### Met1 routing, run 1

Supply wires on this layer in gray. Cells faint in the background.
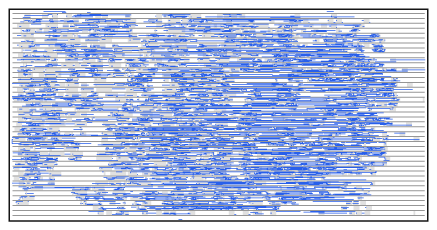
### Clock network drawn from the DEF, run 1

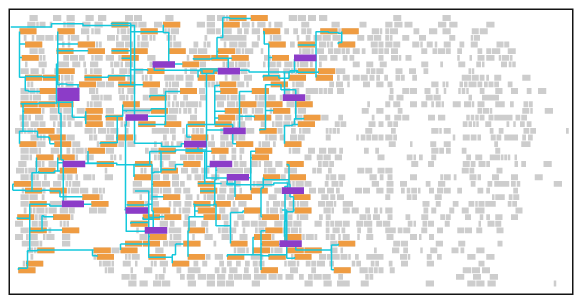
### Placement by cell class, run 1

Scale bar: 50 um.
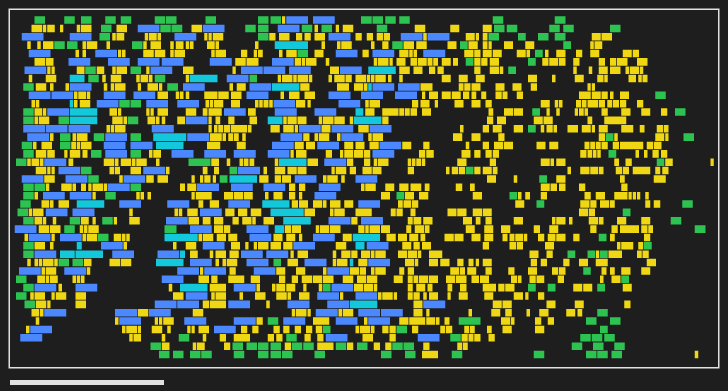
===== config.mk =====
export PLATFORM = sky130hd
export DESIGN_NAME = instruction_fetch
export DESIGN_NICKNAME = d
export VERILOG_FILES = /design/src/rtl/instruction_fetch_pkg.sv /design/src/rtl/instruction_fetch_buffer.sv /design/src/rtl/instruction_fetch.sv
export SDC_FILE = /design/constraint.sdc
export NUM_CORES = 1
export LEC_CHECK = 0
export CAP_MARGIN = 5
export CORE_ASPECT_RATIO = 0.5
export CORE_MARGIN = 1
export CORE_UTILIZATION = 40
export CTS_CLUSTER_DIAMETER = 80
export DETAILED_ROUTE_END_ITERATION = 8
export PLACE_DENSITY_LB_ADDON = 0.25
export SLEW_MARGIN = 30
export SYNTH_ARGS = -nofsm -noshare
export SYNTH_HDL_FRONTEND = slang
export SYNTH_SLANG_ARGS = --single-unit
export TNS_END_PERCENT = 30

===== constraint.sdc =====
create_clock -name i_CLK -period 7.4 [get_ports i_CLK]
set_input_delay 1.48 -clock i_CLK [delete_from_list [all_inputs] [get_ports i_CLK]]
set_output_delay 1.48 -clock i_CLK [all_outputs]
set_load 0.02 [all_outputs]

===== src/rtl/instruction_fetch_pkg.sv =====
// Shared fetch-side definitions: the NOOP encoding, FSM state encodings and the buffer slot layout.
package instruction_fetch_pkg;

    localparam logic [31:0] NOOP_INSN_DEFAULT = 32'h00000013;

    typedef enum logic [1:0] {
        FETCH_IDLE = 2'd0,
        FETCH_REQ  = 2'd1,
        FETCH_RESP = 2'd2
    } fetch_state_e;

    typedef struct packed {
        logic        valid;
        logic [29:0] tag;
        logic [31:0] data;
    } fetch_slot_t;

    // Tag of the sequentially next word; the 30-bit add wraps exactly like PC+4 modulo 2^32.
    function automatic logic [29:0] nextTag(input logic [29:0] tag);
        return tag + 30'd1;
    endfunction

endpackage


===== src/rtl/instruction_fetch_buffer.sv =====
// Two-entry tagged instruction store with a current-PC lookup, a PC+4 lookup and a single fill port.
module fetch_buffer
    import instruction_fetch_pkg::*;
(
    input  logic        clk_i,
    input  logic        rst_i,
    input  logic        flush_i,
    input  logic [29:0] pcTag_i,
    input  logic [29:0] nextTag_i,
    output logic        pcHit_o,
    output logic [31:0] pcData_o,
    output logic        nextHit_o,
    input  logic        fillEn_i,
    input  logic [29:0] fillTag_i,
    input  logic [31:0] fillData_i
);

    fetch_slot_t slot_q [2];
    fetch_slot_t slot_d [2];
    logic        lru_q, lru_d;
    logic [1:0]  pcHitVec;
    logic [1:0]  nextHitVec;
    logic [1:0]  fillDupVec;
    logic        victim;

    always_comb begin
        pcHitVec[0]   = slot_q[0].valid && (slot_q[0].tag == pcTag_i);
        pcHitVec[1]   = slot_q[1].valid && (slot_q[1].tag == pcTag_i);
        nextHitVec[0] = slot_q[0].valid && (slot_q[0].tag == nextTag_i);
        nextHitVec[1] = slot_q[1].valid && (slot_q[1].tag == nextTag_i);
        fillDupVec[0] = slot_q[0].valid && (slot_q[0].tag == fillTag_i);
        fillDupVec[1] = slot_q[1].valid && (slot_q[1].tag == fillTag_i);
    end

    assign pcHit_o   = |pcHitVec;
    assign nextHit_o = |nextHitVec;
    assign pcData_o  = pcHitVec[1] ? slot_q[1].data : slot_q[0].data;

    // Never evict the word decode is looking at; an existing copy of the fill tag is overwritten in place.
    always_comb begin
        victim = lru_q;
        if (fillDupVec[0]) begin
            victim = 1'b0;
        end else if (fillDupVec[1]) begin
            victim = 1'b1;
        end else if (pcHitVec[0]) begin
            victim = 1'b1;
        end else if (pcHitVec[1]) begin
            victim = 1'b0;
        end else if (!slot_q[0].valid) begin
            victim = 1'b0;
        end else if (!slot_q[1].valid) begin
            victim = 1'b1;
        end
    end

    always_comb begin
        slot_d = slot_q;
        lru_d  = lru_q;
        if (flush_i) begin
            slot_d[0].valid = 1'b0;
            slot_d[1].valid = 1'b0;
        end else if (fillEn_i) begin
            slot_d[victim] = fetch_slot_t'{valid: 1'b1, tag: fillTag_i, data: fillData_i};
            lru_d          = ~victim;
        end else if (pcHit_o) begin
            lru_d = ~pcHitVec[1];
        end
    end

    always_ff @(posedge clk_i) begin
        if (rst_i) begin
            slot_q[0] <= '0;
            slot_q[1] <= '0;
            lru_q     <= 1'b0;
        end else begin
            slot_q <= slot_d;
            lru_q  <= lru_d;
        end
    end

endmodule


===== src/rtl/instruction_fetch.sv =====
// Instruction fetch: looks up decode's PC in a small tagged buffer and keeps one bus read in flight
// to fill misses or prefetch the next sequential word.
module instruction_fetch
    import instruction_fetch_pkg::*;
#(
    parameter bit          PREFETCH  = 1'b1,
    parameter logic [31:0] NOOP_INSN = NOOP_INSN_DEFAULT
) (
    input  logic        i_CLK,
    input  logic        i_RST,
    input  logic [31:0] i_PC,
    input  logic        i_FLUSH,
    output logic [31:0] o_INSTRUCTION,
    output logic        o_INSTRUCTION_VALID,
    output logic        o_IBUS_REQ,
    output logic [31:0] o_IBUS_ADDR,
    input  logic        i_IBUS_ACK,
    input  logic        i_IBUS_RVALID,
    input  logic [31:0] i_IBUS_RDATA
);

    fetch_state_e state_q, state_d;
    logic [29:0]  inflightTag_q, inflightTag_d;
    logic         dropPending_q, dropPending_d;
    logic [29:0]  pcTag;
    logic [29:0]  pcNextTag;
    logic         pcHit;
    logic         nextHit;
    logic [31:0]  hitData;
    logic         respDone;
    logic         fillEn;

    assign pcTag     = 30'(i_PC >> 2);
    assign pcNextTag = nextTag(pcTag);

    fetch_buffer u_buffer (
        .clk_i      (i_CLK),
        .rst_i      (i_RST),
        .flush_i    (i_FLUSH),
        .pcTag_i    (pcTag),
        .nextTag_i  (pcNextTag),
        .pcHit_o    (pcHit),
        .pcData_o   (hitData),
        .nextHit_o  (nextHit),
        .fillEn_i   (fillEn),
        .fillTag_i  (inflightTag_q),
        .fillData_i (i_IBUS_RDATA)
    );

    assign o_INSTRUCTION_VALID = pcHit;
    assign o_INSTRUCTION       = pcHit ? hitData : NOOP_INSN;
    // Gating with reset lets a pending request drop in the very cycle reset is raised.
    assign o_IBUS_REQ          = (state_q == FETCH_REQ) && !i_RST;
    assign o_IBUS_ADDR         = o_IBUS_REQ ? {inflightTag_q, 2'b00} : 32'h0;

    always_comb begin
        state_d       = state_q;
        inflightTag_d = inflightTag_q;
        respDone      = 1'b0;
        case (state_q)
            FETCH_IDLE: begin
                if (!pcHit) begin
                    inflightTag_d = pcTag;
                    state_d       = FETCH_REQ;
                end else if (PREFETCH && !nextHit) begin
                    inflightTag_d = pcNextTag;
                    state_d       = FETCH_REQ;
                end
            end
            FETCH_REQ: begin
                if (i_IBUS_ACK) begin
                    if (i_IBUS_RVALID) begin
                        respDone = 1'b1;
                        state_d  = FETCH_IDLE;
                    end else begin
                        state_d = FETCH_RESP;
                    end
                end
            end
            FETCH_RESP: begin
                if (i_IBUS_RVALID) begin
                    respDone = 1'b1;
                    state_d  = FETCH_IDLE;
                end
            end
            default: state_d = FETCH_IDLE;
        endcase

        // A flush poisons whatever response is still owed; a flush on the response cycle itself just discards it.
        fillEn        = respDone && !dropPending_q && !i_FLUSH;
        dropPending_d = dropPending_q;
        if (respDone) begin
            dropPending_d = 1'b0;
        end else if (i_FLUSH && (state_q != FETCH_IDLE)) begin
            dropPending_d = 1'b1;
        end
    end

    always_ff @(posedge i_CLK) begin
        if (i_RST) begin
            state_q       <= FETCH_IDLE;
            inflightTag_q <= '0;
            dropPending_q <= 1'b0;
        end else begin
            state_q       <= state_d;
            inflightTag_q <= inflightTag_d;
            dropPending_q <= dropPending_d;
        end
    end

endmodule

==> flow_summary.yaml, run 1 <==
# physical design summary
finish:
  largest_class: "logic gates"
  layout_top_cells: "dfxtp_1, nor2_1, mux2i_1, clkdlybuf4s50_1, xnor2_1"
  diodes: 0
  nNonClkBuffers: 167
  fin_util_pct: 49.7
route:
  highest_layer: "met4"
  first_iter_violations: 1217
cts:
  cts_tree: "yes"
  cts.repair.resized: 0
  clock_latency_ps: 430
  cts_root_buf: "clkbuf_16"
synth:
  top_cells_by_count: "dfxtp_1, nor2_1, mux2i_1"
  yosys.area.top_type: "dfxtp_1"
  yosysSeqAreaShare_pct: 30.7
  async_flop_share_pct: 0
  ys_types: 68
run_status:
  outcome: "completed"
floorplanning:
  fp_util_pct: 41.0
  tap-cell-count: 344
critical_path:
  r2r-start: "u_buffer.slot_q[56]"
  end_kind: "output port"
sta:
  clock_skew_ps: 7.81
  max_clock_freq_mhz: 154
global_routing:
  grt_pass1_vias: 9128
  grt_antenna_before_repair: 0
min_path:
  worstHoldPathCells: 2
power:
  leakage_nw: 5.40
## Picture notes: 'Met1 routing'
longest straight run: 82.3 um
main direction: horizontal

## Picture notes: 'Clock network drawn from the DEF'
[flip-flops] orange | count: 160
[clock-net drivers] purple | count: 17
[clock wires] cyan | length: 1960 um
routed clock nets: 18

## Picture notes: 'Placement by cell class'
[remaining logic cells] yellow | cells: 994
[registers] blue | cells: 160
[clock drivers and dummy loads] cyan | cells: 32
[remaining buffers and delay cells] green | cells: 167

[run 1: routing by layer]
layer	track usage [%]	vias to the layer above
met3	8.40	51
met2	43.8	410
met5	0	-
li1	-	4532
met1	41.1	4735
met4	8.61	0
[run 1: per-stage QoR]
stage / std cells / instance area, sq um
4_1_cts: 1697 / 12600
3_3_place_gp: 1664 / 12000
2_1_floorplan: 1258 / 10400
6_report: 1697 / 12600
5_1_grt: 1697 / 12600
3_5_place_dp: 1665 / 12000
[run 1: report_power, final]
part / leakage [nW] / total, mW / internal, mW / switching (mW)
clock: 0.307 / 0.940 / 0.592 / 0.349
combinational: 3.79 / 0.590 / 0.266 / 0.324
sequential: 1.30 / 1.02 / 0.918 / 0.0995
total: 5.40 / 2.55 / 1.78 / 0.772
[run 1: path summary, 6_finish.rpt]
check,end
worst max register to register,u_buffer.slot_q[19]
worst min-delay path,u_buffer.slot_q[79]
worst max-delay path,o_INSTRUCTION[23]
worst min register to register,u_buffer.slot_q[79]
[run 1: registers in the layout (all words and copies together) (netlist names)]
register and cells:
u_buffer.lru_q 1, inflightTag_q 30, state_q 2, dropPending_q 1
u_buffer.slot_q 126
[run 1: critical path: stages]
cell,delay (ps)
clkdlybuf4s50_1,800
xor2_1,310
nor4_1,340
nand4_1,110
or4_1,660
buf_4,330
o31ai_1,270
clkdlybuf4s50_1,700
[run 1: kinds of logic (layout without fill, tap and decap cells)]
family / count (synthesis) / count (layout)
buffers and inverters: 154 / 249
other: 1 / 2
AOI/OAI and AO/OA: 123 / 123
DFF: 160 / 160
adders and majority gates: 4 / 4
and+or+nand+nor: 488 / 488
muxes: 152 / 152
xor gates and xnor gates: 175 / 175
### Cells by drive strength, run 1

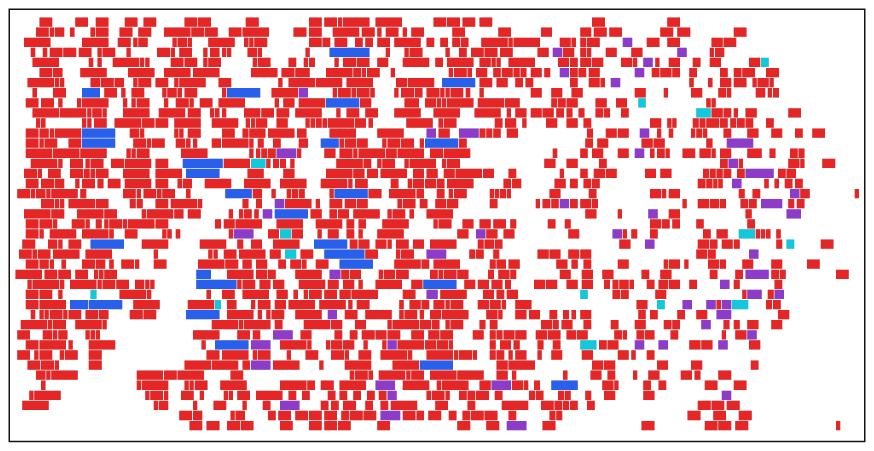

--- run 2 (diff from run 1) ---
--- a/config.mk
+++ b/config.mk
@@ -11,6 +11,8 @@
 export CORE_UTILIZATION = 40
 export CTS_CLUSTER_DIAMETER = 80
 export DETAILED_ROUTE_END_ITERATION = 8
+export DONT_BUFFER_PORTS = 1
+export GPL_ROUTABILITY_DRIVEN = 0
 export PLACE_DENSITY_LB_ADDON = 0.25
 export SLEW_MARGIN = 30
 export SYNTH_ARGS = -nofsm -noshare
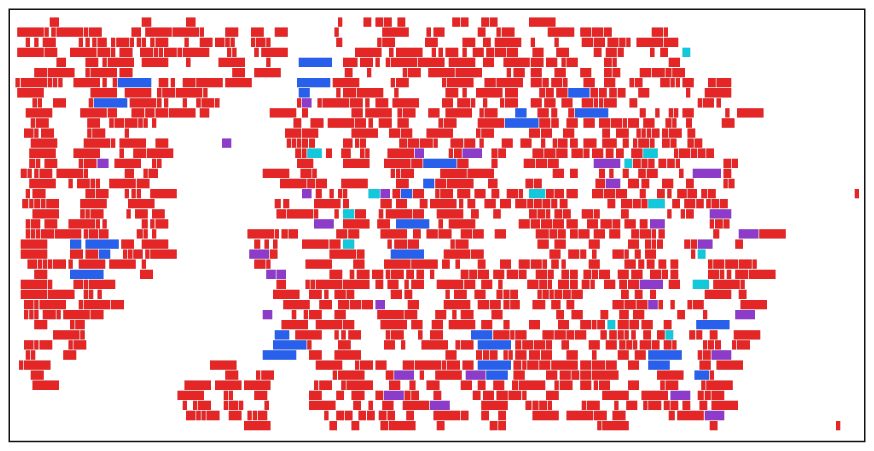
*Cells by drive strength, run 2*
[x1 and smaller] red | cells: 1122 | share: 94%
[x2] cyan | cells: 13 | share: 1.1%
[x3 and x4] purple | cells: 30 | share: 2.5%
[x6 and larger] blue | cells: 29 | share: 2.4%

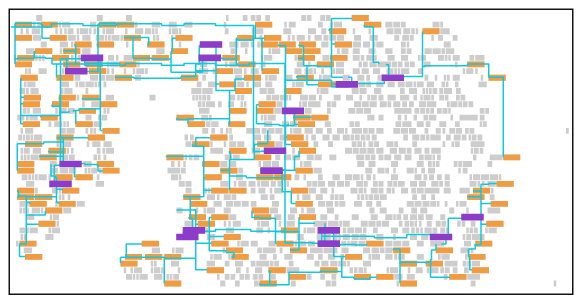
*Clock network drawn from the DEF, run 2*
[flip-flops] orange | count: 160
[clock-net drivers] purple | count: 17
[clock wires] cyan | length: 2210 um
flops lie: all over the die
routed clock nets: 18

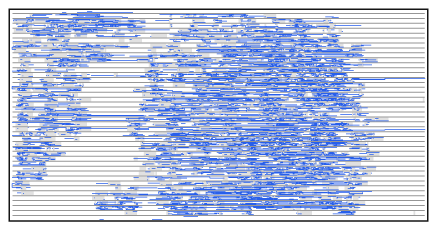
*Met1 routing, run 2*
Supply wires on this layer in gray. Cells faint in the background.
GRT met1 Usage: 33.8%
Vias: 9281
final WL: 34.6 mm

==> run 2 against run 1 <==
Compared with the run above: utilization down 6.2 points; largest cell class unchanged; combinational power shrank 19%; die size unchanged; wire length is 12% lower; area after synthesis did not move; critical path type unchanged; non-clock buffer count fell by 159.
==> flow_summary.yaml, run 2 <==
# physical design summary
power:
  power-top-group: "sequential cells"
  swShare_pct: 33.9
  p_seq_mw: 1.03
  p_clk_share_pct: 36.9
  switchingPower_mw: 0.807
  comb_power_mw: 0.478
  power_frac_comb_pct: 20.0
  seqPwrFrac_pct: 43.1
synth:
  top_cells_by_count: "dfxtp_1, nor2_1, mux2i_1"
  yosys.area.top_type: "dfxtp_1"
  ys_types: 68
  async_flop_share_pct: 0
critical_path:
  r2r-end: "u_buffer.slot_q[24]"
  path_max_fanout: 66
  r2r-start: "u_buffer.slot_q[39]"
finish:
  finalNonFillerCells: 1538
  top_regs: "u_buffer.slot_q: 126 flops, inflightTag_q: 30 flops, state_q: 2 flops"
  top_register: "u_buffer.slot_q"
  largest_reg_flops: 126
  layout_top_cells: "dfxtp_1, nor2_1, mux2i_1, xnor2_1, nand2_1"
run_status:
  outcome: "completed"
sta:
  max_clock_freq_mhz: 171
min_path:
  holdPathEnd: "u_buffer.slot_q[28]"
  worstHoldPathCells: 2
global_routing:
  grtUsageMet2_pct: 39.3
  grt_pass1_vias: 8472
  grt-busiest-layer: "met2"
  grtUsageMet3_pct: 8.50
  grt_antenna_before_repair: 0
route:
  first_iter_violations: 1309
floorplanning:
  fp_util_pct: 41.0
  die_w_um: 230
cts:
  post_cts_buffers: 0
  cts_root_buf: "clkbuf_16"
  cts.repair.resized: 0
  cts_tree: "yes"
## run 2: cell counts after synthesis
Identical to the previous run, type by type.
## run 2: final cells by class
class                   count  area (sq um)  share of cell area (%)
clock buffers              17           425                    3.86
well taps                 344           430                    3.90
inverters                  50           188                    1.70
clock inverters            15           164                    1.49
multi-input cells         944          6560                    59.5
flip-flops and latches    160          3200                    29.0
repair buffers              8          60.1                   0.545
## run 2: metal layers
metal  wire length [um]  part of all wire (%)
met5                  0                     0
met4               1110                   3.2
met3               3910                    11
met2              14900                    43
met1              14700                    42
## run 2: cell families after synthesis
family | after synthesis | synth area share [%]
simple gates | 488 | 23.9
xor+xnor | 175 | 14.7
flops | 160 | 30.7
buf+inv | 154 | 6.61
mux | 152 | 15.1
compound gates | 123 | 8.46
fa+ha+maj | 4 | 0.480
other cells | 1 | 0.0360
## run 2: metrics by stage
step / power [mW] / area [sq um] / utilization [%]
floorplan: 1.43 / 10400 / -
global placement: 1.50 / 10400 / 41.1
detailed placement: 1.51 / 10400 / 41.1
CTS: 2.39 / 11000 / 43.4
global route: 2.48 / 11000 / 43.4
finish: 2.38 / 11000 / 43.4
## run 2: how the worst max path moves through the flow
stage | from | depth (start not counted) | end
final | i_PC[15] | 7 | o_INSTRUCTION[1]
after global routing | i_PC[8] | 7 | o_INSTRUCTION[1]
after global placement | i_PC[8] | 7 | o_INSTRUCTION[1]
after CTS | i_PC[8] | 7 | o_INSTRUCTION[1]
after detailed placement | i_PC[15] | 7 | o_INSTRUCTION[1]
after floorplan | i_PC[18] | 9 | o_INSTRUCTION[2]
## run 2: worst max-delay path, stage by stage
cell,delay [ps]
xnor2_1,490
nand4_1,160
or4_1,580
nor4_2,400
buf_4,670
nor3_1,110
a21oi_1,460
Power is estimated from default activity; no workload was simulated.
